===== config.mk =====
export PLATFORM = sky130hd
export DESIGN_NAME = tt_ctrl_sequencer
export DESIGN_NICKNAME = d
export VERILOG_FILES = /design/src/rtl/tt_ctrl_pkg.sv /design/src/rtl/tt_ctrl_pulse_timer.sv /design/src/rtl/tt_ctrl_sequencer.sv
export SDC_FILE = /design/constraint.sdc
export NUM_CORES = 1
export LEC_CHECK = 0
export CAP_MARGIN = 10
export CORE_AREA = 2 2 65 67
export DETAILED_ROUTE_END_ITERATION = 10
export DIE_AREA = 0 0 67 69
export PLACE_DENSITY = 0.79
export SLEW_MARGIN = 10
export SYNTH_ARGS = -nofsm -noshare
export SYNTH_HDL_FRONTEND = slang
export SYNTH_HIERARCHICAL = 1
export SYNTH_SLANG_ARGS = --single-unit
export TNS_END_PERCENT = 5

===== constraint.sdc =====
create_clock -name clk -period 2.45 [get_ports clk]
set_input_delay 0.245 -clock clk [delete_from_list [all_inputs] [get_ports clk]]
set_output_delay 0.245 -clock clk [all_outputs]
set_load 0.005 [all_outputs]

===== src/rtl/tt_ctrl_pkg.sv =====
// Shared types and constants for the project-mux control sequencer.
// Provides the FSM state enum, default timings and a counter-width helper.
package tt_ctrl_pkg;

    typedef enum logic [2:0] {
        IDLE,
        DISABLE,
        SELRST,
        INC_HI,
        INC_LO,
        ENABLE
    } state_t;

    localparam int PULSE_CYCLES_DEF  = 2;
    localparam int SETTLE_CYCLES_DEF = 4;

    // Bits needed to hold values 0 .. max_val-1.
    function automatic int cnt_width(input int max_val);
        return (max_val > 1) ? $clog2(max_val) : 1;
    endfunction

endpackage


===== src/rtl/tt_ctrl_pulse_timer.sv =====
// Loadable down-counter with a done flag, shared by every timed FSM state.
// Ports: clk, rst (async, active-high), load/load_val, count, done (count==0).
module tt_ctrl_pulse_timer #(
    parameter int W = 2
) (
    input  logic         clk,
    input  logic         rst,
    input  logic         load,
    input  logic [W-1:0] load_val,
    output logic [W-1:0] count,
    output logic         done
);

    always_ff @(posedge clk or posedge rst) begin
        if (rst) begin
            count <= '0;
        end else if (load) begin
            count <= load_val;
        end else if (count != '0) begin
            count <= count - W'(1);
        end
    end

    assign done = (count == '0);

endmodule


===== src/rtl/tt_ctrl_sequencer.sv =====
// Replays the project-mux selection protocol (disable, reset, N increments,
// re-enable) on ctrl_ena / ctrl_sel_inc / ctrl_sel_rst_n for each request.
// Ports: clk, rst (async, active-high); req_valid/req_ready/req_addr request;
// busy, err, cur_addr, cur_valid status; ctrl_* registered pad outputs.
// Optional macro TT_CTRL_INCREMENTAL_EN: step forward from the current
// selection without resetting the selector when the target is not below it.
module tt_ctrl_sequencer
    import tt_ctrl_pkg::*;
#(
    parameter int ADDR_W        = 10,
    parameter int MAX_ADDR      = 1023,
    parameter int PULSE_CYCLES  = PULSE_CYCLES_DEF,
    parameter int SETTLE_CYCLES = SETTLE_CYCLES_DEF
) (
    input  logic              clk,
    input  logic              rst,
    input  logic              req_valid,
    output logic              req_ready,
    input  logic [ADDR_W-1:0] req_addr,
    output logic              busy,
    output logic              err,
    output logic [ADDR_W-1:0] cur_addr,
    output logic              cur_valid,
    output logic              ctrl_ena,
    output logic              ctrl_sel_inc,
    output logic              ctrl_sel_rst_n
);

    // SELRST spans two pulse phases, so the timer must hold 2*PULSE-1.
    localparam int TMAX = (2 * PULSE_CYCLES > SETTLE_CYCLES) ?
                          2 * PULSE_CYCLES : SETTLE_CYCLES;
    localparam int CW = cnt_width(TMAX);

    localparam logic [CW-1:0] T_PULSE  = CW'(PULSE_CYCLES - 1);
    localparam logic [CW-1:0] T_SELRST = CW'(2 * PULSE_CYCLES - 1);
    localparam logic [CW-1:0] T_SETTLE = CW'(SETTLE_CYCLES - 1);
    localparam logic [CW-1:0] T_MID    = CW'(PULSE_CYCLES);
    localparam logic [ADDR_W:0] MAX_EXT = (ADDR_W + 1)'(MAX_ADDR);

    state_t            state;
    logic [ADDR_W-1:0] tgt;
    logic [ADDR_W-1:0] n_cnt;
    logic              skip;
    logic [CW-1:0]     t_cnt;
    logic [CW-1:0]     t_val;
    logic [CW-1:0]     t_first;
    logic              t_done;
    logic              t_load;
    logic              accept;
    logic              bad;

    assign accept  = req_valid & req_ready;
    assign bad     = {1'b0, req_addr} > MAX_EXT;
    // Length of the state entered after reset/disable: pulses or straight to enable.
    assign t_first = (n_cnt == '0) ? T_SETTLE : T_PULSE;

    always_comb begin
        t_load = 1'b0;
        t_val  = T_SETTLE;
        unique case (state)
            IDLE:    t_load = accept & ~bad;
            DISABLE: begin
                t_load = t_done;
                t_val  = skip ? t_first : T_SELRST;
            end
            SELRST:  begin
                t_load = t_done;
                t_val  = t_first;
            end
            INC_HI:  begin
                t_load = t_done;
                t_val  = T_PULSE;
            end
            INC_LO:  begin
                t_load = t_done;
                t_val  = t_first;
            end
            ENABLE:  t_load = 1'b0;
            default: t_load = 1'b0;
        endcase
    end

    tt_ctrl_pulse_timer #(.W(CW)) u_timer (
        .clk      (clk),
        .rst      (rst),
        .load     (t_load),
        .load_val (t_val),
        .count    (t_cnt),
        .done     (t_done)
    );

    always_ff @(posedge clk or posedge rst) begin
        if (rst) begin
            state          <= IDLE;
            req_ready      <= 1'b0;
            busy           <= 1'b0;
            err            <= 1'b0;
            cur_addr       <= '0;
            cur_valid      <= 1'b0;
            ctrl_ena       <= 1'b0;
            ctrl_sel_inc   <= 1'b0;
            ctrl_sel_rst_n <= 1'b0;
            tgt            <= '0;
            n_cnt          <= '0;
            skip           <= 1'b0;
        end else begin
            err <= 1'b0;
            unique case (state)
                IDLE: begin
                    req_ready <= 1'b1;
                    if (accept) begin
                        if (bad) begin
                            err <= 1'b1;
                        end else begin
                            tgt            <= req_addr;
                            cur_valid      <= 1'b0;
                            busy           <= 1'b1;
                            req_ready      <= 1'b0;
                            ctrl_ena       <= 1'b0;
                            ctrl_sel_rst_n <= 1'b1;
                            state          <= DISABLE;
`ifdef TT_CTRL_INCREMENTAL_EN
                            if (cur_valid && req_addr >= cur_addr) begin
                                n_cnt <= req_addr - cur_addr;
                                skip  <= 1'b1;
                            end else begin
                                n_cnt <= req_addr;
                                skip  <= 1'b0;
                            end
`else
                            n_cnt <= req_addr;
                            skip  <= 1'b0;
`endif
                        end
                    end
                end
                DISABLE: begin
                    if (t_done) begin
                        if (!skip) begin
                            state          <= SELRST;
                            ctrl_sel_rst_n <= 1'b0;
                        end else if (n_cnt == '0) begin
                            state    <= ENABLE;
                            ctrl_ena <= 1'b1;
                        end else begin
                            state        <= INC_HI;
                            ctrl_sel_inc <= 1'b1;
                        end
                    end
                end
                SELRST: begin
                    // Release the selector reset halfway through the state.
                    if (t_cnt == T_MID) begin
                        ctrl_sel_rst_n <= 1'b1;
                    end
                    if (t_done) begin
                        if (n_cnt == '0) begin
                            state    <= ENABLE;
                            ctrl_ena <= 1'b1;
                        end else begin
                            state        <= INC_HI;
                            ctrl_sel_inc <= 1'b1;
                        end
                    end
                end
                INC_HI: begin
                    if (t_done) begin
                        state        <= INC_LO;
                        ctrl_sel_inc <= 1'b0;
                        n_cnt        <= n_cnt - ADDR_W'(1);
                    end
                end
                INC_LO: begin
                    if (t_done) begin
                        if (n_cnt == '0) begin
                            state    <= ENABLE;
                            ctrl_ena <= 1'b1;
                        end else begin
                            state        <= INC_HI;
                            ctrl_sel_inc <= 1'b1;
                        end
                    end
                end
                ENABLE: begin
                    if (t_done) begin
                        state     <= IDLE;
                        busy      <= 1'b0;
                        req_ready <= 1'b1;
                        cur_addr  <= tgt;
                        cur_valid <= 1'b1;
                    end
                end
                default: state <= IDLE;
            endcase
        end
    end

endmodule


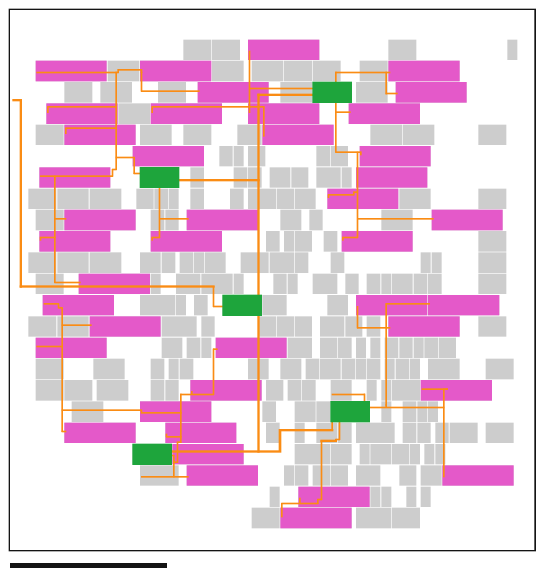
clk_routes.png
Bar = 20 µm.
Magenta is flip-flops, count 41. Green is clock drivers, count 5. Orange is clock wires, length 506 µm.
There are 6 routed clock nets. Position of the flops: widely spread.

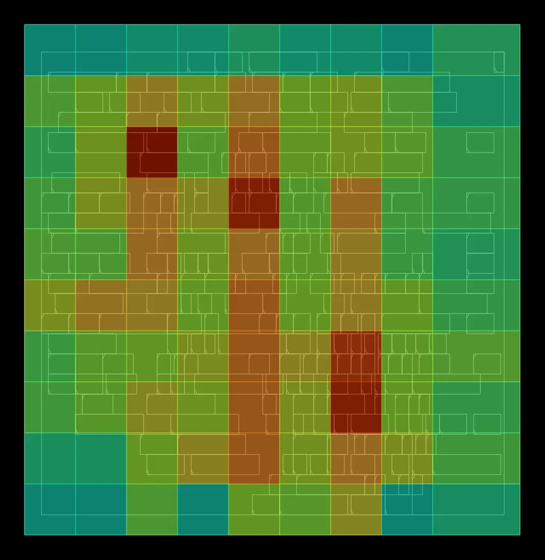
congestion.png
met1 Resource Use GR: 26.3%
met2 usage: 29.3%
GR peak layer: met2
gr usage total: 19.5%
final core occ: 63.9%

==> CHANGELOG.md <==
### Metrics

- Status: finished, final reports clean
- Fin. max-slew vios: 0
- Slew margin rel.: 65.9%
- Dominant kind of cell by area: flip-flops and latches
- Critical path endpoint category: flop
- Pwr per Cell Area: 1300 nW/µm²
- Avg Vias per Cell: 5.73
- YS warnings: 6
- Global placer's final weighted congestion: 0.873
- CTS clock-pin slew for the worst setup and hold paths: 0.08 ns
- # IOs: 30
- Drt initial violations: 154
- Final period util: 76.7%
- Number of global-route vias before repair: 1,535
- Crit. path cell count: 6
- Sequential cell area: 1030 µm²
- # resized after CTS: 0
- Flip-flops with a built-in enable: 0
- TAP cells: 50
- Synthesized cell area: 2070 µm²
- CP cell instances: inv_1 > ha_1 > or3b_2 > o31a_2 > o21ai_0 > o21ai_0
- Comb gates: 141
- Post-Place Cells: 278
- Reg-to-Reg Start: n_cnt[0]$_DFFE_PP0P_
- Commonest Layout Cell: dfrtp_1
- Met3 Use GR: 5.06%
- DRC: 0
- Worst R2R End: n_cnt[6]$_DFFE_PP0P_
- Count of final setup violators: 0
- Row Count: 23
- Measured slew at the worst slew-check pin: 0.511 ns
- AO/OA Area Share: 17.6%
- Simple share: 14.8%
- Fraction of area in registers: 41.0%
- Top cells, area: dfrtp_1 (50%), mux2_2 (11%), a21oi_1 (4.8%)
- Area post-placement: 2410 µm²
- Tool warning count: 27
- Seq_cells: 41
- Mean Syn Cell Area: 10.1 µm²
- Hold Crit Class: input port to async pin
- Maxcap violations: 0
- CTS buffer count: 5
- Register area share after synthesis: 49.6%
- TritonCTS clock tree: yes
- Syn nets: 221
- Post-Route Hold Slack: 0.118 ns
- Die width: 67 µm
- Worst setup endpoint: n_cnt[6]$_DFFE_PP0P_
- Internal reg-to-reg setup slack: 0.57 ns
- Port bufs: 28
- Critical path fanouts, max: 6
- Crit path buffers/inverters: 1
- CP Launch Point: n_cnt[0]$_DFFE_PP0P_
- Initial antenna violation count: 0
- Startpoint Class: flop
- CP delay by family, top: AND-OR/OR-AND gates
- Layout clock buffer count: 6
- Met2 routed wirelength: 1860 µm
- Synth flops: 41
- Met3 Routed Length: 199 µm
- Worst-case clock skew: 0.00805 ns
- Worst Path Arrival: 2.05 ns
- H-tree Lvls: 2
- Pre-CTS setup slack: 0.546 ns
- RSZ-0062 raised after global routing: false
- Max Root-Sink Buffers: 2
- WL/cell: 14.3 µm
- CP Class: flop to flop
- Post-synth mux share: 10.9%
- Fp_density: 52.8%
- Die Span Y: 69 µm
- # hold bufs at CTS: 0
- VDD IR max: 0.000587 V
- # nets final: 251
- Clk root buf: clkbuf_8
- Total power: 3.26 mW
- Crit-path most repeated cell: o21ai_0
- Final Hold Viols: 0
- Setup bufs post-CTS: 0
- Max Used Layer: met4
- Comb area share: 37.9%
- Async SR Flop Fraction: 100%
- Vias after detailed routing: 1,634
- Combinational gate area: 947 µm²
- Required time of the critical path: 2.62 ns
- Largest net degree at the start of global routing: 40
- Met1 WL: 1910 µm
- Core ar.: 3910 µm²
- Reg2Reg Depth: 6
- Buffers outside the clock class: 35
- Finished Layout Cells: 285
- Final Worst Setup Slack: 0.571 ns
- Leakage: 1.08 nW
- Synth area leader: dfrtp_1
- Final instance area: 2500 µm²
- DRT Wirelength: 4070 µm
- Synth cell types: 45
- Post-Syn Instances: 205
- Yosys Chip Area: 2070 µm²
- Top cells excl fill/tap: dfrtp_1 (41), clkdlybuf4s50_1 (28), o21ai_0 (20), mux2_2 (20), a21oi_1 (20)
- Fmax: 532 MHz
- Adder Area Share: 1.82%
- Most used flip-flop cell: dfrtp_1
- HPWL Detailed: 2830 µm
- Area grow syn2layout: 20.9%
- Yosys top cell by instances: dfrtp_1
- Overflow after GRT: 0
- Delay of the slowest critical-path stage: 0.53 ns
- Post-Synth XOR/XNOR Area: 0.424%
- # fillers: 330
- Yosys cell count: 205
- First drt pass iteration count: 4
- ANT cells: 0
- Area leader share: 49.6%
- Period minus WS final: 1.88 ns
- Fraction of layout cells with a size suffix above 1: 17.9%
- Setup TNS: 0 ns
- Clock Network Area Fraction: 3.60%
- CP max-delay cell: or3b_2
- Top non-seq family: AND-OR/OR-AND gates
- Global-route wire length before repair: 6940 µm
- NonClk Buf Share: 13.3%
- Clock latency on the worst-skew pair: 0.30 ns
- ANT nets after route: 0
- CTS Sinks: 41
- Top cells by count: dfrtp_1 (41), a21oi_1 (20), mux2_2 (20), o21ai_0 (20), nand2_1 (15)
- Die Size: 4620 µm²
- Inverters: 11
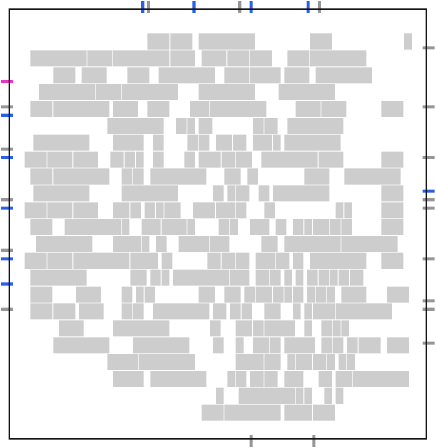
io_placement.png
Pins as bars across the die edge, other pins in grey.
Magenta is clk, pins 1, direction input, edge west. Blue is req_addr, pins 10, direction input, edge 5 west, 4 north, 1 east.
All pins by edge: 11 west, 10 east, 7 north, 2 south.

[registers in the layout, indices dropped and copies added (netlist names)]
| register | count |
|---|---|
| cur_addr | 10 |
| state | 3 |
| ctrl_sel_inc | 1 |
| ctrl_sel_rst_n | 1 |
| n_cnt | 10 |
| ctrl_ena | 1 |
| tgt | 10 |
| busy | 1 |
| cur_valid | 1 |
| req_ready | 1 |
| u_timer/count | 2 |
[power by group]
part	internal (mW)	total [mW]	switching, mW
logic	0.808	1.52	0.709
registers	1.00	1.29	0.287
clock network	0.223	0.452	0.229
total	2.03	3.26	1.22
[worst reg2reg max path, stage by stage (launching register included)]
cell and delay (ns):
dfrtp_1 0.43, inv_1 0.10, ha_1 0.17, or3b_2 0.53, o31a_2 0.30, o21ai_0 0.14
o21ai_0 0.10
Power figures rest on the tool's default switching activity, not on a simulated workload.
